**Cells by drive strength**

The bar under the picture is 50 um long.
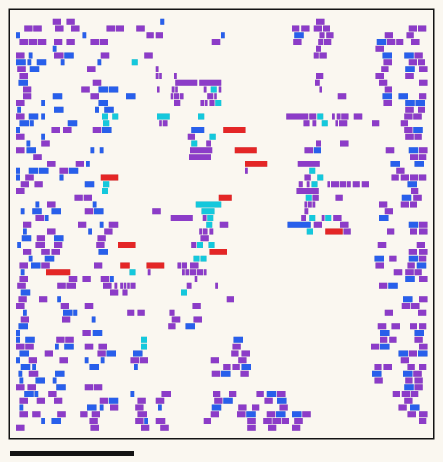
**Clock wires, drivers and flops**

The bar under the picture is 50 um long.
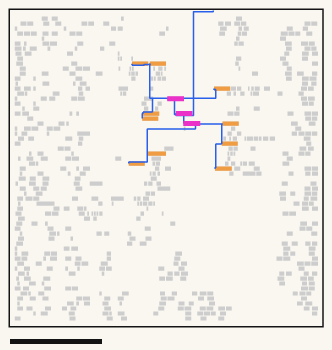
**Power grid**

Pins as bars on the die edge. Tap cells in grey.
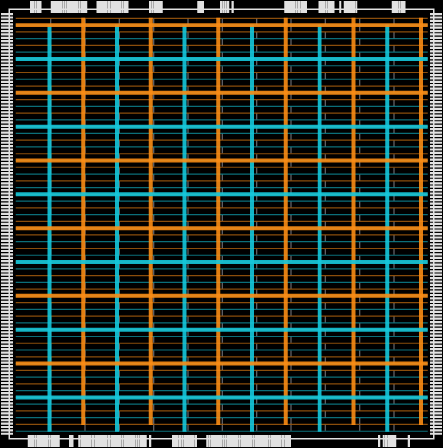
===== src/rtl/axi_lite_arb_pkg.sv =====
// Shared types for the two-master AXI4-Lite arbiter.
package axi_lite_arb_pkg;

   typedef enum logic [1:0] {
      W_IDLE,
      W_ADDR,
      W_RESP
   } wr_state_e;

   typedef enum logic [1:0] {
      R_IDLE,
      R_ADDR,
      R_DATA
   } rd_state_e;

   localparam logic [1:0] RESP_OKAY = 2'b00;

endpackage


===== src/rtl/axi_lite_if.sv =====
// AXI4-Lite channel bundle; master drives requests, slave drives responses.
interface axi_lite_if #(
   parameter int DATA_WIDTH = 32,
   parameter int ADDR_WIDTH = 32
);
   logic [ADDR_WIDTH-1:0] awaddr;
   logic                  awvalid;
   logic                  awready;
   logic [DATA_WIDTH-1:0] wdata;
   logic                  wvalid;
   logic                  wready;
   logic [1:0]            bresp;
   logic                  bvalid;
   logic                  bready;
   logic [ADDR_WIDTH-1:0] araddr;
   logic                  arvalid;
   logic                  arready;
   logic [DATA_WIDTH-1:0] rdata;
   logic [1:0]            rresp;
   logic                  rvalid;
   logic                  rready;

   modport master (
      output awaddr, awvalid, wdata, wvalid, bready,
      output araddr, arvalid, rready,
      input  awready, wready, bresp, bvalid,
      input  arready, rdata, rresp, rvalid
   );

   modport slave (
      input  awaddr, awvalid, wdata, wvalid, bready,
      input  araddr, arvalid, rready,
      output awready, wready, bresp, bvalid,
      output arready, rdata, rresp, rvalid
   );

endinterface


===== src/rtl/axi_lite_rr_arb2.sv =====
// Two-way round-robin pick; priority flips away from the owner on update.
module axi_lite_rr_arb2 (
   input  logic       clk,
   input  logic       rst_n,
   input  logic [1:0] req,
   input  logic       update,
   input  logic       owner,
   output logic       gnt
);

   logic prio_q;
   logic prio_d;

   always_comb begin
      prio_d = prio_q;
      if (update) prio_d = ~owner;
   end

   always_ff @(posedge clk or negedge rst_n) begin
      if (!rst_n) prio_q <= 1'b0;
      else        prio_q <= prio_d;
   end

   always_comb begin
      unique case (1'b1)
         (req == 2'b10): gnt = 1'b1;
         (req == 2'b11): gnt = prio_q;
         default:        gnt = 1'b0;
      endcase
   end

endmodule


===== src/rtl/axi_lite_arbiter.sv =====
// Two AXI4-Lite masters onto one slave; write and read paths
// are arbitrated independently, one outstanding transaction each.
module axi_lite_arbiter
   import axi_lite_arb_pkg::*;
#(
   parameter int DATA_WIDTH = 32,
   parameter int ADDR_WIDTH = 32
) (
   input  logic       clk,
   input  logic       rst_n,
   axi_lite_if.slave  s0,
   axi_lite_if.slave  s1,
   axi_lite_if.master m,
   output logic       wr_grant,
   output logic       rd_grant,
   output logic       wr_busy,
   output logic       rd_busy
);

   wr_state_e wr_st_q, wr_st_d;
   logic      wr_gnt_q, wr_gnt_d;
   logic      aw_done_q, aw_done_d;
   logic      w_done_q, w_done_d;
   logic      wr_arb_gnt, wr_upd;

   rd_state_e rd_st_q, rd_st_d;
   logic      rd_gnt_q, rd_gnt_d;
   logic      rd_arb_gnt, rd_upd;

   logic [ADDR_WIDTH-1:0] awaddr_mux;
   logic [DATA_WIDTH-1:0] wdata_mux;
   logic [ADDR_WIDTH-1:0] araddr_mux;

   logic in_waddr, in_wresp, in_raddr, in_rdata;
   logic sel_awvalid, sel_wvalid, sel_bready;
   logic sel_arvalid, sel_rready;
   logic aw_hs, w_hs, b_hs, ar_hs, r_hs;

   assign in_waddr = (wr_st_q == W_ADDR);
   assign in_wresp = (wr_st_q == W_RESP);
   assign in_raddr = (rd_st_q == R_ADDR);
   assign in_rdata = (rd_st_q == R_DATA);

   assign sel_awvalid = wr_gnt_q ? s1.awvalid : s0.awvalid;
   assign sel_wvalid  = wr_gnt_q ? s1.wvalid  : s0.wvalid;
   assign sel_bready  = wr_gnt_q ? s1.bready  : s0.bready;
   assign sel_arvalid = rd_gnt_q ? s1.arvalid : s0.arvalid;
   assign sel_rready  = rd_gnt_q ? s1.rready  : s0.rready;

   assign awaddr_mux = wr_gnt_q ? s1.awaddr : s0.awaddr;
   assign wdata_mux  = wr_gnt_q ? s1.wdata  : s0.wdata;
   assign araddr_mux = rd_gnt_q ? s1.araddr : s0.araddr;

   // A channel stops presenting VALID once its handshake is recorded.
   assign aw_hs = in_waddr & ~aw_done_q & sel_awvalid & m.awready;
   assign w_hs  = in_waddr & ~w_done_q & sel_wvalid & m.wready;
   assign b_hs  = in_wresp & sel_bready & m.bvalid;
   assign ar_hs = in_raddr & sel_arvalid & m.arready;
   assign r_hs  = in_rdata & sel_rready & m.rvalid;

   always_comb begin
      m.awaddr  = awaddr_mux;
      m.awvalid = in_waddr & ~aw_done_q & sel_awvalid;
      m.wdata   = wdata_mux;
      m.wvalid  = in_waddr & ~w_done_q & sel_wvalid;
      m.bready  = in_wresp & sel_bready;
      m.araddr  = araddr_mux;
      m.arvalid = in_raddr & sel_arvalid;
      m.rready  = in_rdata & sel_rready;
   end

   always_comb begin
      s0.awready = in_waddr & ~aw_done_q & ~wr_gnt_q & m.awready;
      s1.awready = in_waddr & ~aw_done_q &  wr_gnt_q & m.awready;
      s0.wready  = in_waddr & ~w_done_q & ~wr_gnt_q & m.wready;
      s1.wready  = in_waddr & ~w_done_q &  wr_gnt_q & m.wready;
      s0.bvalid  = in_wresp & ~wr_gnt_q & m.bvalid;
      s1.bvalid  = in_wresp &  wr_gnt_q & m.bvalid;
      s0.bresp   = (in_wresp & ~wr_gnt_q) ? m.bresp : RESP_OKAY;
      s1.bresp   = (in_wresp &  wr_gnt_q) ? m.bresp : RESP_OKAY;
      s0.arready = in_raddr & ~rd_gnt_q & m.arready;
      s1.arready = in_raddr &  rd_gnt_q & m.arready;
      s0.rvalid  = in_rdata & ~rd_gnt_q & m.rvalid;
      s1.rvalid  = in_rdata &  rd_gnt_q & m.rvalid;
      s0.rdata   = m.rdata;
      s1.rdata   = m.rdata;
      s0.rresp   = (in_rdata & ~rd_gnt_q) ? m.rresp : RESP_OKAY;
      s1.rresp   = (in_rdata &  rd_gnt_q) ? m.rresp : RESP_OKAY;
   end

   always_comb begin
      wr_st_d   = wr_st_q;
      wr_gnt_d  = wr_gnt_q;
      aw_done_d = aw_done_q;
      w_done_d  = w_done_q;
      wr_upd    = 1'b0;
      unique case (wr_st_q)
         W_IDLE: begin
            if (s0.awvalid | s1.awvalid) begin
               wr_gnt_d = wr_arb_gnt;
               wr_st_d  = W_ADDR;
            end
         end
         W_ADDR: begin
            aw_done_d = aw_done_q | aw_hs;
            w_done_d  = w_done_q | w_hs;
            if (aw_done_d & w_done_d) begin
               aw_done_d = 1'b0;
               w_done_d  = 1'b0;
               wr_st_d   = W_RESP;
            end
         end
         W_RESP: begin
            if (b_hs) begin
               wr_upd  = 1'b1;
               wr_st_d = W_IDLE;
            end
         end
         default: wr_st_d = W_IDLE;
      endcase
   end

   always_comb begin
      rd_st_d  = rd_st_q;
      rd_gnt_d = rd_gnt_q;
      rd_upd   = 1'b0;
      unique case (rd_st_q)
         R_IDLE: begin
            if (s0.arvalid | s1.arvalid) begin
               rd_gnt_d = rd_arb_gnt;
               rd_st_d  = R_ADDR;
            end
         end
         R_ADDR: begin
            if (ar_hs) rd_st_d = R_DATA;
         end
         R_DATA: begin
            if (r_hs) begin
               rd_upd  = 1'b1;
               rd_st_d = R_IDLE;
            end
         end
         default: rd_st_d = R_IDLE;
      endcase
   end

   always_ff @(posedge clk or negedge rst_n) begin
      if (!rst_n) begin
         wr_st_q   <= W_IDLE;
         wr_gnt_q  <= 1'b0;
         aw_done_q <= 1'b0;
         w_done_q  <= 1'b0;
         rd_st_q   <= R_IDLE;
         rd_gnt_q  <= 1'b0;
      end else begin
         wr_st_q   <= wr_st_d;
         wr_gnt_q  <= wr_gnt_d;
         aw_done_q <= aw_done_d;
         w_done_q  <= w_done_d;
         rd_st_q   <= rd_st_d;
         rd_gnt_q  <= rd_gnt_d;
      end
   end

   axi_lite_rr_arb2 u_wr_arb (
      .clk    (clk),
      .rst_n  (rst_n),
      .req    ({s1.awvalid, s0.awvalid}),
      .update (wr_upd),
      .owner  (wr_gnt_q),
      .gnt    (wr_arb_gnt)
   );

   axi_lite_rr_arb2 u_rd_arb (
      .clk    (clk),
      .rst_n  (rst_n),
      .req    ({s1.arvalid, s0.arvalid}),
      .update (rd_upd),
      .owner  (rd_gnt_q),
      .gnt    (rd_arb_gnt)
   );

   assign wr_grant = wr_gnt_q;
   assign rd_grant = rd_gnt_q;
   assign wr_busy  = (wr_st_q != W_IDLE);
   assign rd_busy  = (rd_st_q != R_IDLE);

endmodule


===== src/flat_wrapper.sv =====
// flat-port wrapper written by rule: the top's interface ports become plain ports
module axi_lite_arbiter_flat import axi_lite_arb_pkg::*;
#(
   parameter int DATA_WIDTH = 32,
   parameter int ADDR_WIDTH = 32
)
  (clk, rst_n, wr_grant, rd_grant, wr_busy, rd_busy, s0_awaddr, s0_awvalid, s0_wdata, s0_wvalid, s0_bready, s0_araddr, s0_arvalid, s0_rready, s0_awready, s0_wready, s0_bresp, s0_bvalid, s0_arready, s0_rdata, s0_rresp, s0_rvalid, s1_awaddr, s1_awvalid, s1_wdata, s1_wvalid, s1_bready, s1_araddr, s1_arvalid, s1_rready, s1_awready, s1_wready, s1_bresp, s1_bvalid, s1_arready, s1_rdata, s1_rresp, s1_rvalid, m_awaddr, m_awvalid, m_wdata, m_wvalid, m_bready, m_araddr, m_arvalid, m_rready, m_awready, m_wready, m_bresp, m_bvalid, m_arready, m_rdata, m_rresp, m_rvalid);
  axi_lite_if #(.DATA_WIDTH(DATA_WIDTH), .ADDR_WIDTH(ADDR_WIDTH)) s0_i ();
  axi_lite_if #(.DATA_WIDTH(DATA_WIDTH), .ADDR_WIDTH(ADDR_WIDTH)) s1_i ();
  axi_lite_if #(.DATA_WIDTH(DATA_WIDTH), .ADDR_WIDTH(ADDR_WIDTH)) m_i ();
  input  logic clk;
  input  logic rst_n;
  output logic wr_grant;
  output logic rd_grant;
  output logic wr_busy;
  output logic rd_busy;
  input wire logic [$bits(s0_i.awaddr)-1:0] s0_awaddr;
  input wire logic [$bits(s0_i.awvalid)-1:0] s0_awvalid;
  input wire logic [$bits(s0_i.wdata)-1:0] s0_wdata;
  input wire logic [$bits(s0_i.wvalid)-1:0] s0_wvalid;
  input wire logic [$bits(s0_i.bready)-1:0] s0_bready;
  input wire logic [$bits(s0_i.araddr)-1:0] s0_araddr;
  input wire logic [$bits(s0_i.arvalid)-1:0] s0_arvalid;
  input wire logic [$bits(s0_i.rready)-1:0] s0_rready;
  output wire logic [$bits(s0_i.awready)-1:0] s0_awready;
  output wire logic [$bits(s0_i.wready)-1:0] s0_wready;
  output wire logic [$bits(s0_i.bresp)-1:0] s0_bresp;
  output wire logic [$bits(s0_i.bvalid)-1:0] s0_bvalid;
  output wire logic [$bits(s0_i.arready)-1:0] s0_arready;
  output wire logic [$bits(s0_i.rdata)-1:0] s0_rdata;
  output wire logic [$bits(s0_i.rresp)-1:0] s0_rresp;
  output wire logic [$bits(s0_i.rvalid)-1:0] s0_rvalid;
  input wire logic [$bits(s1_i.awaddr)-1:0] s1_awaddr;
  input wire logic [$bits(s1_i.awvalid)-1:0] s1_awvalid;
  input wire logic [$bits(s1_i.wdata)-1:0] s1_wdata;
  input wire logic [$bits(s1_i.wvalid)-1:0] s1_wvalid;
  input wire logic [$bits(s1_i.bready)-1:0] s1_bready;
  input wire logic [$bits(s1_i.araddr)-1:0] s1_araddr;
  input wire logic [$bits(s1_i.arvalid)-1:0] s1_arvalid;
  input wire logic [$bits(s1_i.rready)-1:0] s1_rready;
  output wire logic [$bits(s1_i.awready)-1:0] s1_awready;
  output wire logic [$bits(s1_i.wready)-1:0] s1_wready;
  output wire logic [$bits(s1_i.bresp)-1:0] s1_bresp;
  output wire logic [$bits(s1_i.bvalid)-1:0] s1_bvalid;
  output wire logic [$bits(s1_i.arready)-1:0] s1_arready;
  output wire logic [$bits(s1_i.rdata)-1:0] s1_rdata;
  output wire logic [$bits(s1_i.rresp)-1:0] s1_rresp;
  output wire logic [$bits(s1_i.rvalid)-1:0] s1_rvalid;
  output wire logic [$bits(m_i.awaddr)-1:0] m_awaddr;
  output wire logic [$bits(m_i.awvalid)-1:0] m_awvalid;
  output wire logic [$bits(m_i.wdata)-1:0] m_wdata;
  output wire logic [$bits(m_i.wvalid)-1:0] m_wvalid;
  output wire logic [$bits(m_i.bready)-1:0] m_bready;
  output wire logic [$bits(m_i.araddr)-1:0] m_araddr;
  output wire logic [$bits(m_i.arvalid)-1:0] m_arvalid;
  output wire logic [$bits(m_i.rready)-1:0] m_rready;
  input wire logic [$bits(m_i.awready)-1:0] m_awready;
  input wire logic [$bits(m_i.wready)-1:0] m_wready;
  input wire logic [$bits(m_i.bresp)-1:0] m_bresp;
  input wire logic [$bits(m_i.bvalid)-1:0] m_bvalid;
  input wire logic [$bits(m_i.arready)-1:0] m_arready;
  input wire logic [$bits(m_i.rdata)-1:0] m_rdata;
  input wire logic [$bits(m_i.rresp)-1:0] m_rresp;
  input wire logic [$bits(m_i.rvalid)-1:0] m_rvalid;
  assign s0_i.awaddr = s0_awaddr;
  assign s0_i.awvalid = s0_awvalid;
  assign s0_i.wdata = s0_wdata;
  assign s0_i.wvalid = s0_wvalid;
  assign s0_i.bready = s0_bready;
  assign s0_i.araddr = s0_araddr;
  assign s0_i.arvalid = s0_arvalid;
  assign s0_i.rready = s0_rready;
  assign s0_awready = s0_i.awready;
  assign s0_wready = s0_i.wready;
  assign s0_bresp = s0_i.bresp;
  assign s0_bvalid = s0_i.bvalid;
  assign s0_arready = s0_i.arready;
  assign s0_rdata = s0_i.rdata;
  assign s0_rresp = s0_i.rresp;
  assign s0_rvalid = s0_i.rvalid;
  assign s1_i.awaddr = s1_awaddr;
  assign s1_i.awvalid = s1_awvalid;
  assign s1_i.wdata = s1_wdata;
  assign s1_i.wvalid = s1_wvalid;
  assign s1_i.bready = s1_bready;
  assign s1_i.araddr = s1_araddr;
  assign s1_i.arvalid = s1_arvalid;
  assign s1_i.rready = s1_rready;
  assign s1_awready = s1_i.awready;
  assign s1_wready = s1_i.wready;
  assign s1_bresp = s1_i.bresp;
  assign s1_bvalid = s1_i.bvalid;
  assign s1_arready = s1_i.arready;
  assign s1_rdata = s1_i.rdata;
  assign s1_rresp = s1_i.rresp;
  assign s1_rvalid = s1_i.rvalid;
  assign m_awaddr = m_i.awaddr;
  assign m_awvalid = m_i.awvalid;
  assign m_wdata = m_i.wdata;
  assign m_wvalid = m_i.wvalid;
  assign m_bready = m_i.bready;
  assign m_araddr = m_i.araddr;
  assign m_arvalid = m_i.arvalid;
  assign m_rready = m_i.rready;
  assign m_i.awready = m_awready;
  assign m_i.wready = m_wready;
  assign m_i.bresp = m_bresp;
  assign m_i.bvalid = m_bvalid;
  assign m_i.arready = m_arready;
  assign m_i.rdata = m_rdata;
  assign m_i.rresp = m_rresp;
  assign m_i.rvalid = m_rvalid;
  axi_lite_arbiter #(.DATA_WIDTH(DATA_WIDTH), .ADDR_WIDTH(ADDR_WIDTH)) u_core (.clk(clk), .rst_n(rst_n), .s0(s0_i), .s1(s1_i), .m(m_i), .wr_grant(wr_grant), .rd_grant(rd_grant), .wr_busy(wr_busy), .rd_busy(rd_busy));
endmodule

===== config.mk =====
export PLATFORM = sky130hd
export DESIGN_NAME = axi_lite_arbiter_flat
export DESIGN_NICKNAME = d
export VERILOG_FILES = /design/src/rtl/axi_lite_arb_pkg.sv /design/src/rtl/axi_lite_if.sv /design/src/rtl/axi_lite_rr_arb2.sv /design/src/rtl/axi_lite_arbiter.sv /design/src/flat_wrapper.sv
export SDC_FILE = /design/constraint.sdc
export NUM_CORES = 1
export LEC_CHECK = 0
export CORE_AREA = 2 2 168 170
export DETAILED_ROUTE_END_ITERATION = 12
export DIE_AREA = 0 0 170 172
export PLACE_DENSITY_LB_ADDON = 0.05
export SKIP_LAST_GASP = 1
export SLEW_MARGIN = 0
export SYNTH_ARGS = -nofsm -noshare
export SYNTH_HDL_FRONTEND = slang
export SYNTH_SLANG_ARGS = --single-unit

===== constraint.sdc =====
create_clock -name clk -period 1.8 [get_ports clk]
set_input_delay 0.18 -clock clk [delete_from_list [all_inputs] [get_ports clk]]
set_output_delay 0.18 -clock clk [all_outputs]
set_load 0.02 [all_outputs]

==> results.txt <==
The following summarizes the physical implementation.

Worst setup path
The slowest cell on the critical path is sky130_fd_sc_hd__dfrtp_4. The critical path capture point is m_awaddr[11]. The endpoint of the lowest-slack register-to-register path is u_core.wr_st_q[0]. The nature of the critical path endpoint is an output port. The signal on the critical path passes through buf_4 > buf_12 > mux2_2 > dlygate4sd2_1. According to the timing report, the arrival time at the worst endpoint equals between 1500 and 2000 ps.

Looking at the critical path, the highest net fanout was 12. The launch point of the critical path was reported as u_core.wr_grant. The flop-to-flop setup slack is approximately 80 ps. For this run, the slowest stage of the critical path takes between 500 and 600 ps.

Yosys
The synthesized design spends more area on one cell type than any other, namely sky130_fd_sc_hd__mux2_2. The number of warning messages in the yosys log is 0. The synthesized instance count is around 260. After synthesis, the netlist uses 29 different library cells. After synthesis, flip-flops and latches occupy 10.7% of the total area. After synthesis the netlist holds a flip-flop and latch count of 10. The yosys stat cell total is around 260.

For reference, the top cells by area after synthesis are sky130_fd_sc_hd__mux2_2, sky130_fd_sc_hd__buf_4, sky130_fd_sc_hd__dfrtp_1. The average cell area after synthesis is between 8 and 9 sq um. The cell area that synthesis handed to floorplanning was about 2300 sq um. The synthesized design devotes to its leading area cell type around 42% of total area. When the netlist entered floorplanning its net count stood at roughly 500.

Timing
Per the finish-stage timing summary, setup violations number 10. For reference, the final report shows the hold violation count at 0. In the final report, the number of pins over their slew limit comes to 0.

Setup repair after global routing could not meet its margin everywhere. The worst-case headroom to the max-slew limit is between 60% and 70%. The pin closest to its max-slew limit shows a slew of 561 ps. Per the timing report, the achievable frequency comes out to approximately 0.54 GHz.

The final critical delay including setup and external delays is 1850 ps. Across all setup checks in the final design, the least slack found is -52.4 ps.

GRT
The number of global-route vias before repair was 3417. Entering global routing, the biggest net connects 31 pins. In the global route stage, met3 resource usage came out at 5.75%. The global-route track usage on met2 is ~20%. The first global-routing pass estimated between 20 and 25 mm of wire. In this run the most used layer during global routing was met2.

Per the GRT congestion report, total overflow comes to 0. The global-route total usage across every layer is a little under a tenth. The initial antenna violation count was 1. For this run, global-route usage on met1 was measured as under 10%.

Finish
The post-route netlist has between 30 and 40% of its cells at a drive strength greater than 1. The most frequent logic cell in the layout is sky130_fd_sc_hd__clkdlybuf4s50_1. The combinational gate area is approximately 1500 sq um. For this run, the script counts the antenna cells in the layout as 0. Leaving out fill and tap cells, the most frequent cells in the layout are sky130_fd_sc_hd__clkdlybuf4s50_1, sky130_fd_sc_hd__mux2_2, sky130_fd_sc_hd__dlygate4sd2_1.

For this run, the share of the core covered by cells in the final layout is about a fifth. Counting the fill cells in the layout gives approximately 3.1k.

Detailed routing
The number of detailed-routing iterations run before antenna repair is 4. The total met3 wirelength after detailed routing is about 2.4 mm. The top layer reached by signal wires is met5. The DRC violations left is 0.

The number of nets still failing antenna checks after routing is 0. After detailed routing, the average wire length per cell comes to between 15 and 20 um.

Clock tree
The total number of clock tree sinks is 10. The CTS tree is built. Per the CTS log, the buffer count on the longest clock path is 2. The clock tree root buffer cell is sky130_fd_sc_hd__clkbuf_16. The CTS buffer count is 3.

Power
The power consumed by sequential cells is 0.000469 W. The power spent charging and discharging nets is between 0.002 and 0.003 W. The worst IR drop on VDD is about 0.00032 V. The power dissipated in combinational cells is 0.00519 W. The sequential fraction of design power is 7.7%. In this run, the combinational gates consume ~86% of the power. The fraction of power consumed by the clock network is approximately 6.8%. The clock network power reported by the tool is around 0.0004 W.

Internal power comes to 0.00326 W.

Outcome
The final reports fail on setup timing. The flow ran to the end, but the final reports show violations.

Place
Per the post-place timing report, worst setup slack is -99.4 ps. The final weighted congestion in routability-driven placement is ~0.76.

Floorplanning
According to the I/O placement log, the pin count is about 430. The vertical extent of the die is between 150 and 200 um. According to the floorplan report, the placeable core area is roughly 27000 sq um.

The site row count is between 60 and 70. The overall die size recorded for this design is ~29000 sq um.

Min path
The path type of the worst min-delay path is in -> async.
## Picture notes: 'cells by drive strength'
legend:
  purple:
    size: _0 and _1 cells
    cells: 366
    share: 65%
    most_used: clkdlybuf4s50_1
  blue:
    size: _2 cells
    cells: 149
    share: 27%
    most_used: mux2_2
  red:
    size: _6 and larger
    cells: 11
    share: 2.0%
    most_used: buf_12
  cyan:
    size: _3 and _4 cells
    cells: 33
    share: 5.9%
    most_used: buf_4
post-route design area: 5660 sq um
Layout area overhead: 142%
Setup WS post-layout: -52.4 ps
non-clock buffer count: 371

## Picture notes: 'clock wires, drivers and flops'
legend:
  orange:
    item: flip-flops
    count: 10
  blue:
    item: clock wires
    length: 288 um
  magenta:
    item: clock drivers
    count: 3
routed clock nets: 4
clock latency reported for the late side of the worst-skew pair: 240 ps
final clock skew: 2.60 ps

## Picture notes: 'power grid'
legend:
  orange:
    net: VDD
  cyan:
    net: VSS
met5 straps: 12
signal pins: 432
met4 straps: 12

## Yosys cell counts (all sizes together)
library cell / number
mux2i: 3
buf: 77
o21a: 1
nor3b: 2
a31oi: 5
inv: 5
nor2b: 4
o31ai: 2
nor3: 5
nand2b: 2
o41ai: 1
and3: 6
clkbuf: 2
o21ai: 3
and2: 2
nand2: 10
a21oi: 4
a31o: 1
a311oi: 1
mux2: 98
nand3b: 1
a21o: 2
nor2: 16
dfrtp: 10
## sequential cells by signal, summed over array words and instances, names as in the netlist
name	cells
u_core.u_rd_arb.prio_q	1
u_core.aw_done_q	1
u_core.rd_st_q	2
u_core.u_wr_arb.prio_q	1
u_core.rd_grant	1
u_core.wr_st_q	2
u_core.wr_grant	1
u_core.w_done_q	1
## worst max-delay path, delay by kind of cell, from the launching register on
kind                   cells  cell delay, ps
buffers and inverters      3             620
DFF                        1             530
muxes                      1             270
## what timing repair did
item	CTS	global route
cloned	1	0
buffers inserted	6	1
gates resized	174	88
hold buffers	0	0
setup endpoints to repair	120	51
endpoints found under the hold margin	0	0
## area by class of cell
type	instances	area share [%]
clock buffers	4	1.39
inverters	5	0.332
multi-input cells	169	26.7
repair buffers	371	59.4
well taps	346	7.65
flip-flops and latches	10	4.51
## cell families after synthesis
logic type	count (synthesis)	share of synthesized area, %
compound gates	20	5.83
flops	10	10.7
simple gates	48	9.95
mux	101	48.8
buf+inv	84	24.7
## through the flow
step	hold slack (ps)	power [W]	std cells
after floorplan	-116	0.00352	263
after global placement	360	0.00627	893
after CTS	326	0.00632	904
after detailed placement	360	0.00620	893
final	309	0.00607	905
after global routing	350	0.00651	905
Power figures rest on the tool's default switching activity, not on a simulated workload.
